==> config.mk <==
export PLATFORM = sky130hd
export DESIGN_NAME = result_dispatcher
export DESIGN_NICKNAME = d
export VERILOG_FILES = /design/src/rtl/ip_pkg.sv /design/src/rtl/skid_buf2.sv /design/src/rtl/result_dispatcher.sv
export SDC_FILE = /design/constraint.sdc
export NUM_CORES = 1
export LEC_CHECK = 0
export CORE_ASPECT_RATIO = 0.8
export CORE_MARGIN = 4
export CORE_UTILIZATION = 44
export CTS_CLUSTER_SIZE = 8
export DETAILED_ROUTE_END_ITERATION = 8
export PLACE_DENSITY = 0.77
export SYNTH_ARGS = -nofsm -noshare
export SYNTH_HDL_FRONTEND = slang
export SYNTH_SLANG_ARGS = --single-unit
==> constraint.sdc <==
create_clock -name clk -period 2.4 [get_ports clk]
set_input_delay 0.24 -clock clk [delete_from_list [all_inputs] [get_ports clk]]
set_output_delay 0.24 -clock clk [all_outputs]
set_load 0.05 [all_outputs]
==> src/rtl/ip_pkg.sv <==
//------------------------------------------------------------------------------
// Module  : ip_pkg
// Brief   : Shared width default and dispatcher state encoding.
// Revision: 1.0
//------------------------------------------------------------------------------
`default_nettype none

package ip_pkg;

    localparam int unsigned c_DW_DEFAULT = 32;

    typedef enum logic [1:0] {
        ST_IDLE   = 2'd0,
        ST_STREAM = 2'd1,
        ST_FLUSH  = 2'd2,
        ST_CMPLT  = 2'd3
    } disp_state_t;

endpackage

`default_nettype wire

==> src/rtl/skid_buf2.sv <==
//------------------------------------------------------------------------------
// Module  : skid_buf2
// Brief   : Two-entry in-order buffer; r_d0 is always the head word.
// Revision: 1.0
//------------------------------------------------------------------------------
`default_nettype none

module skid_buf2
    import ip_pkg::*;
#(
    parameter int DW = c_DW_DEFAULT
) (
    input  logic          clk,
    input  logic          rst,
    input  logic          i_push,
    input  logic [DW-1:0] i_push_data,
    input  logic          i_pop,
    output logic [1:0]    o_occ,
    output logic [DW-1:0] o_head
);

    logic [DW-1:0] r_d0;
    logic [DW-1:0] r_d1;
    logic [1:0]    r_occ;

    // Push into a full buffer and pop from an empty one are excluded by the caller.
    always_ff @(posedge clk) begin
        if (rst) begin
            r_occ <= 2'd0;
            r_d0  <= '0;
            r_d1  <= '0;
        end else begin
            case ({i_push, i_pop})
                2'b10: begin
                    if (r_occ == 2'd0) r_d0 <= i_push_data;
                    else               r_d1 <= i_push_data;
                    r_occ <= r_occ + 2'd1;
                end
                2'b01: begin
                    r_d0  <= r_d1;
                    r_occ <= r_occ - 2'd1;
                end
                2'b11: begin
                    if (r_occ == 2'd1) begin
                        r_d0 <= i_push_data;
                    end else begin
                        r_d0 <= r_d1;
                        r_d1 <= i_push_data;
                    end
                end
                default: ;
            endcase
        end
    end

    assign o_occ  = r_occ;
    assign o_head = r_d0;

endmodule

`default_nettype wire

==> src/rtl/result_dispatcher.sv <==
//------------------------------------------------------------------------------
// Module  : result_dispatcher
// Brief   : Drains the result FIFO to the master that issued the job.
// Revision: 1.0
//------------------------------------------------------------------------------
`default_nettype none

module result_dispatcher
    import ip_pkg::*;
#(
    parameter int DW = c_DW_DEFAULT
) (
    input  logic          clk,
    input  logic          rst,
    input  logic [DW-1:0] fifo_rd_data,
    input  logic          fifo_empty,
    output logic          fifo_rd_en,
    input  logic          data_source,
    input  logic          proc_cmplt,
    output logic [DW-1:0] mstr0_data,
    output logic          mstr0_data_valid,
    input  logic          mstr0_ready,
    output logic [DW-1:0] mstr1_data,
    output logic          mstr1_data_valid,
    input  logic          mstr1_ready,
    output logic          mstr0_cmplt,
    output logic          mstr1_cmplt,
    output logic          busy
);

    disp_state_t   r_state;
    disp_state_t   w_state_nxt;
    logic          r_dst;
    logic          r_inflight;
    logic [1:0]    w_occ;
    logic [DW-1:0] w_head;
    logic          w_sel_ready;
    logic          w_pop;
    logic [2:0]    w_level;
    logic          w_rd_en;
    logic          w_latch_dst;

    assign w_sel_ready = r_dst ? mstr1_ready : mstr0_ready;
    assign w_pop       = (w_occ != 2'd0) && w_sel_ready;
    // Slots that will still be claimed after this cycle's handshake.
    assign w_level     = {1'b0, w_occ} + {2'b00, r_inflight} - {2'b00, w_pop};
    assign w_rd_en     = ((r_state == ST_STREAM) || (r_state == ST_FLUSH))
                         && !fifo_empty && (w_level < 3'd2);
    assign w_latch_dst = (r_state == ST_IDLE) && (proc_cmplt || !fifo_empty);

    skid_buf2 #(
        .DW (DW)
    ) u_buf (
        .clk         (clk),
        .rst         (rst),
        .i_push      (r_inflight),
        .i_push_data (fifo_rd_data),
        .i_pop       (w_pop),
        .o_occ       (w_occ),
        .o_head      (w_head)
    );

    always_ff @(posedge clk) begin
        if (rst) begin
            r_state    <= ST_IDLE;
            r_dst      <= 1'b0;
            r_inflight <= 1'b0;
        end else begin
            r_state    <= w_state_nxt;
            r_inflight <= w_rd_en;
            if (w_latch_dst) r_dst <= data_source;
        end
    end

    always_comb begin
        w_state_nxt = r_state;
        case (r_state)
            ST_IDLE: begin
                if (proc_cmplt)       w_state_nxt = ST_FLUSH;
                else if (!fifo_empty) w_state_nxt = ST_STREAM;
            end
            ST_STREAM: begin
                if (proc_cmplt) w_state_nxt = ST_FLUSH;
            end
            ST_FLUSH: begin
                if (fifo_empty && (w_occ == 2'd0) && !r_inflight) w_state_nxt = ST_CMPLT;
            end
            ST_CMPLT: w_state_nxt = ST_IDLE;
            default:  w_state_nxt = ST_IDLE;
        endcase
    end

    always_comb begin
        fifo_rd_en       = w_rd_en;
        busy             = (r_state != ST_IDLE);
        mstr0_data_valid = (w_occ != 2'd0) && !r_dst;
        mstr1_data_valid = (w_occ != 2'd0) &&  r_dst;
        mstr0_data       = mstr0_data_valid ? w_head : '0;
        mstr1_data       = mstr1_data_valid ? w_head : '0;
        mstr0_cmplt      = (r_state == ST_CMPLT) && !r_dst;
        mstr1_cmplt      = (r_state == ST_CMPLT) &&  r_dst;
    end

endmodule

`default_nettype wire
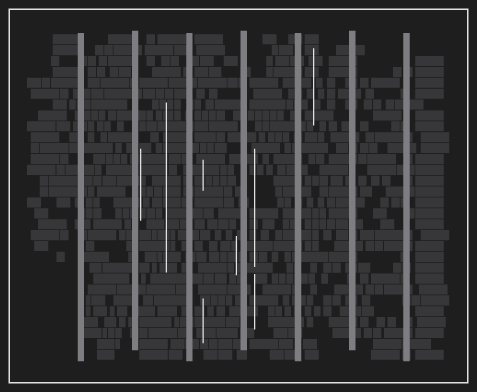
**Above:** metal 4.
(4 px per µm) Supply wires on this layer in grey.
nets with wire on the layer: 6
longest straight run: 42.2 µm
share of all routed wire: 1.2%
wire length on this layer: 150 µm
main direction: vertical
WL final: 12400 µm
vias: 4244

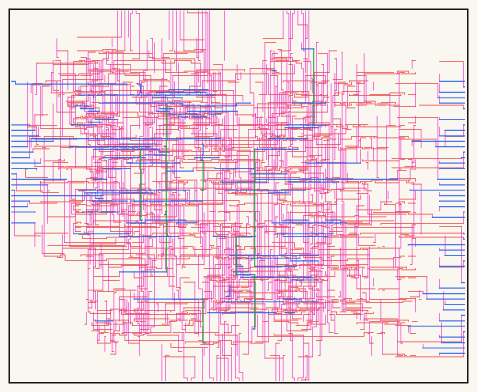
**Above:** routed metal, one colour a layer.
(4 px per µm)
| colour | layer | wire length |
|---|---|---|
| magenta | metal 2 | 6020 µm |
| green | metal 4 | 150 µm |
| red | metal 1 | 5030 µm |
| blue | metal 3 | 1250 µm |

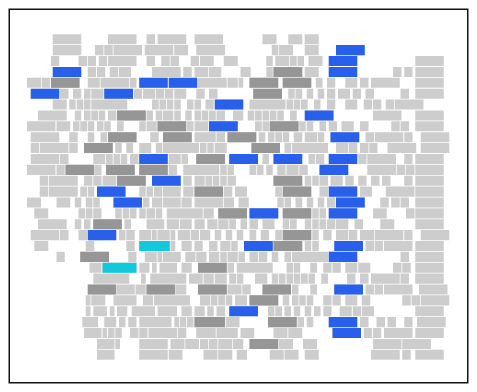
**Above:** register map, names as in the netlist.
(4 px per µm) Other sequential cells in the stronger grey, the rest of the logic in the fainter grey.
| colour | name in the netlist | sequential cells |
|---|---|---|
| blue | `u_buf.o_head` | 32 |
| cyan | `u_buf.o_occ` | 2 |
not coloured: 36

==> impl_metrics.csv <==
group,metric,value,unit
run_status,status,"finished, violations left",
run_status,failed_checks,"setup timing",
grt,grt_max_degree,40,
critical_path,rrSetupSlack,0.16,ns
placed_design,dpl.hpwl,8360,µm
critical_path,r2r_cells,9,
synthesis,postSynthSeqShare,35.3,%
synthesis,edf_count,0,
layout,instances_no_fill,714,
routing,drt-initial-drc-count,359,
routing,met1_length,5030,µm
critical_path,worstPathRequired,2.16,ns
clocking,clock_path_buffers,2,
final_timing,fin_worst_skew,0.00530,ns
layout,buffers,138,
critical_path,worst-path-buf-inv,1,
final_timing,setup_viol,1,
critical_path,end_kind,"primary output",
grt,busiest_layer,"met2",
critical_path,critical_path_class,"flop to primary output",
synthesis,topCellsByArea,"dfxtp_1, o21ai_0, and2_1",
min_path,hp-start,"u_buf.r_d1[19]",
clocking,clk_pin_slew_worst_paths,0.06,ns
layout,largestClassByArea,"combinational gates",
critical_path,cp_slowest_cell,"fa_2",
floorplan,core_area,8630,µm²
floorplan,num_tap_cells,112,
final_timing,drv_slew,0,
layout,drive_gt1_share,27.6,%
layout,lay_top_count,"o21ai_0",
synthesis,top_cells_by_count,"o21ai_0, dfxtp_1, and2_1",
final_timing,hold_violations,0,
synthesis,ys_chip_area,3970,µm²
clocking,root_buffer,"clkbuf_16",
flow_run,drv_cap,0,
layout,nFillCells,637,
critical_path,crit_end,"fifo_rd_en",
clocking,cts_resized,3,
clocking,h-tree-depth,3,
synthesis,synth.top_cell.area_share,35.3,%
layout,seq_share,22.7,%
routing,drc,0,
layout,ff_count,70,
critical_path,cp-start-kind,"flop",
clocking,cts.sinks,70,
synthesis,synth_cell_types,37,
synthesis,synthMuxAreaShare,1.16,%
clocking,clk_latency,0.33,ns
min_path,holdPathStages,2,
synthesis,synth.cell_area,3970,µm²
final_timing,max_freq,384,MHz
layout,nets,648,
synthesis,synth-warning-count,0,
synthesis,synthFlopType,"dfxtp_1",
synthesis,simple_gate_share,22.3,%
critical_path,crit_family,"adder cells",
layout,inv_count,8,
synthesis,syn_area_per_cell,7.93,µm²
floorplan,dieArea,10600,µm²
grt,overflow,0,
synthesis,fp_nets,551,
placed_design,pre_cts_ws,-0.270,ns
layout,comb_area_share,38.3,%
floorplan,die_height,93,µm
floorplan,rows,30,
grt,grt_pass1_wl,20300,µm
synthesis,synthAdderAreaFrac,3.65,%
layout,syn2layout_area_growth,56.2,%
synthesis,synth_flop_count,70,
placed_design,gp_congestion,0.789,
min_path,hold_class,"flop to flop",
layout,comb_area,2380,µm²
critical_path,crit_cells,8,
critical_path,crit_fanout,2,
power_and_ir_drop,power.total,0.00672,W
routing,highest_layer,"met4",
final_timing,period_minus_slack,2.61,ns
critical_path,r2r_start,"r_dst",
final_timing,fin_ws,-0.207,ns
floorplan,fp_util,46.0,%
routing,wl_per_cell,17.4,µm
min_path,worstHoldEndpoint,"u_buf.r_d1[19]",
synthesis,syn_inst,501,
placed_design,dpl.cell_count,697,
floorplan,dieWidth,114,µm
synthesis,yosys.cell_count.top_type,"o21ai_0",
layout,bufAreaShareNonClock,32.1,%
routing,firstDrtPassIters,5,
grt,grt.total_usage,23.4,%
clocking,cts_hold_buf,0,
routing,via_per_inst,5.94,
layout,num-clock-buffers,9,
final_timing,worst_pin_slew,0.514,ns
layout,seq_area,1410,µm²
synthesis,ys_cells,501,
clocking,cts_tree,"yes",
power_and_ir_drop,p_per_area,1080,nW/µm²
synthesis,synth_async_sr_flop_share,0,%
layout,n_antenna_cell,0,
-- stage by stage --
step           cell area [µm²]  TNS (ns)  util [%]  hold slack, ns
2_1_floorplan             4040    -0.217         -           0.318
3_3_place_gp              5910    -0.267      68.5           0.456
3_5_place_dp              5910    -0.460      68.5           0.464
4_1_cts                   6200    -0.286      71.8           0.472
5_1_grt                   6210    -0.251      71.9           0.480
6_report                  6210    -0.207      71.9           0.475
-- registers in the layout, indices dropped and copies added (netlist names) --
name,cells
r_dst,1
r_inflight,1
r_state,2
u_buf.o_head,32
u_buf.o_occ,2
u_buf.r_d1,32
-- where the power goes --
| part | internal (W) | switching [W] | total [W] |
|---|---|---|---|
| combinational | 0.00166 | 0.00221 | 0.00387 |
| sequential | 0.00145 | 0.000209 | 0.00166 |
| clock | 0.000691 | 0.000502 | 0.00119 |
Power is estimated from default activity; no workload was simulated.
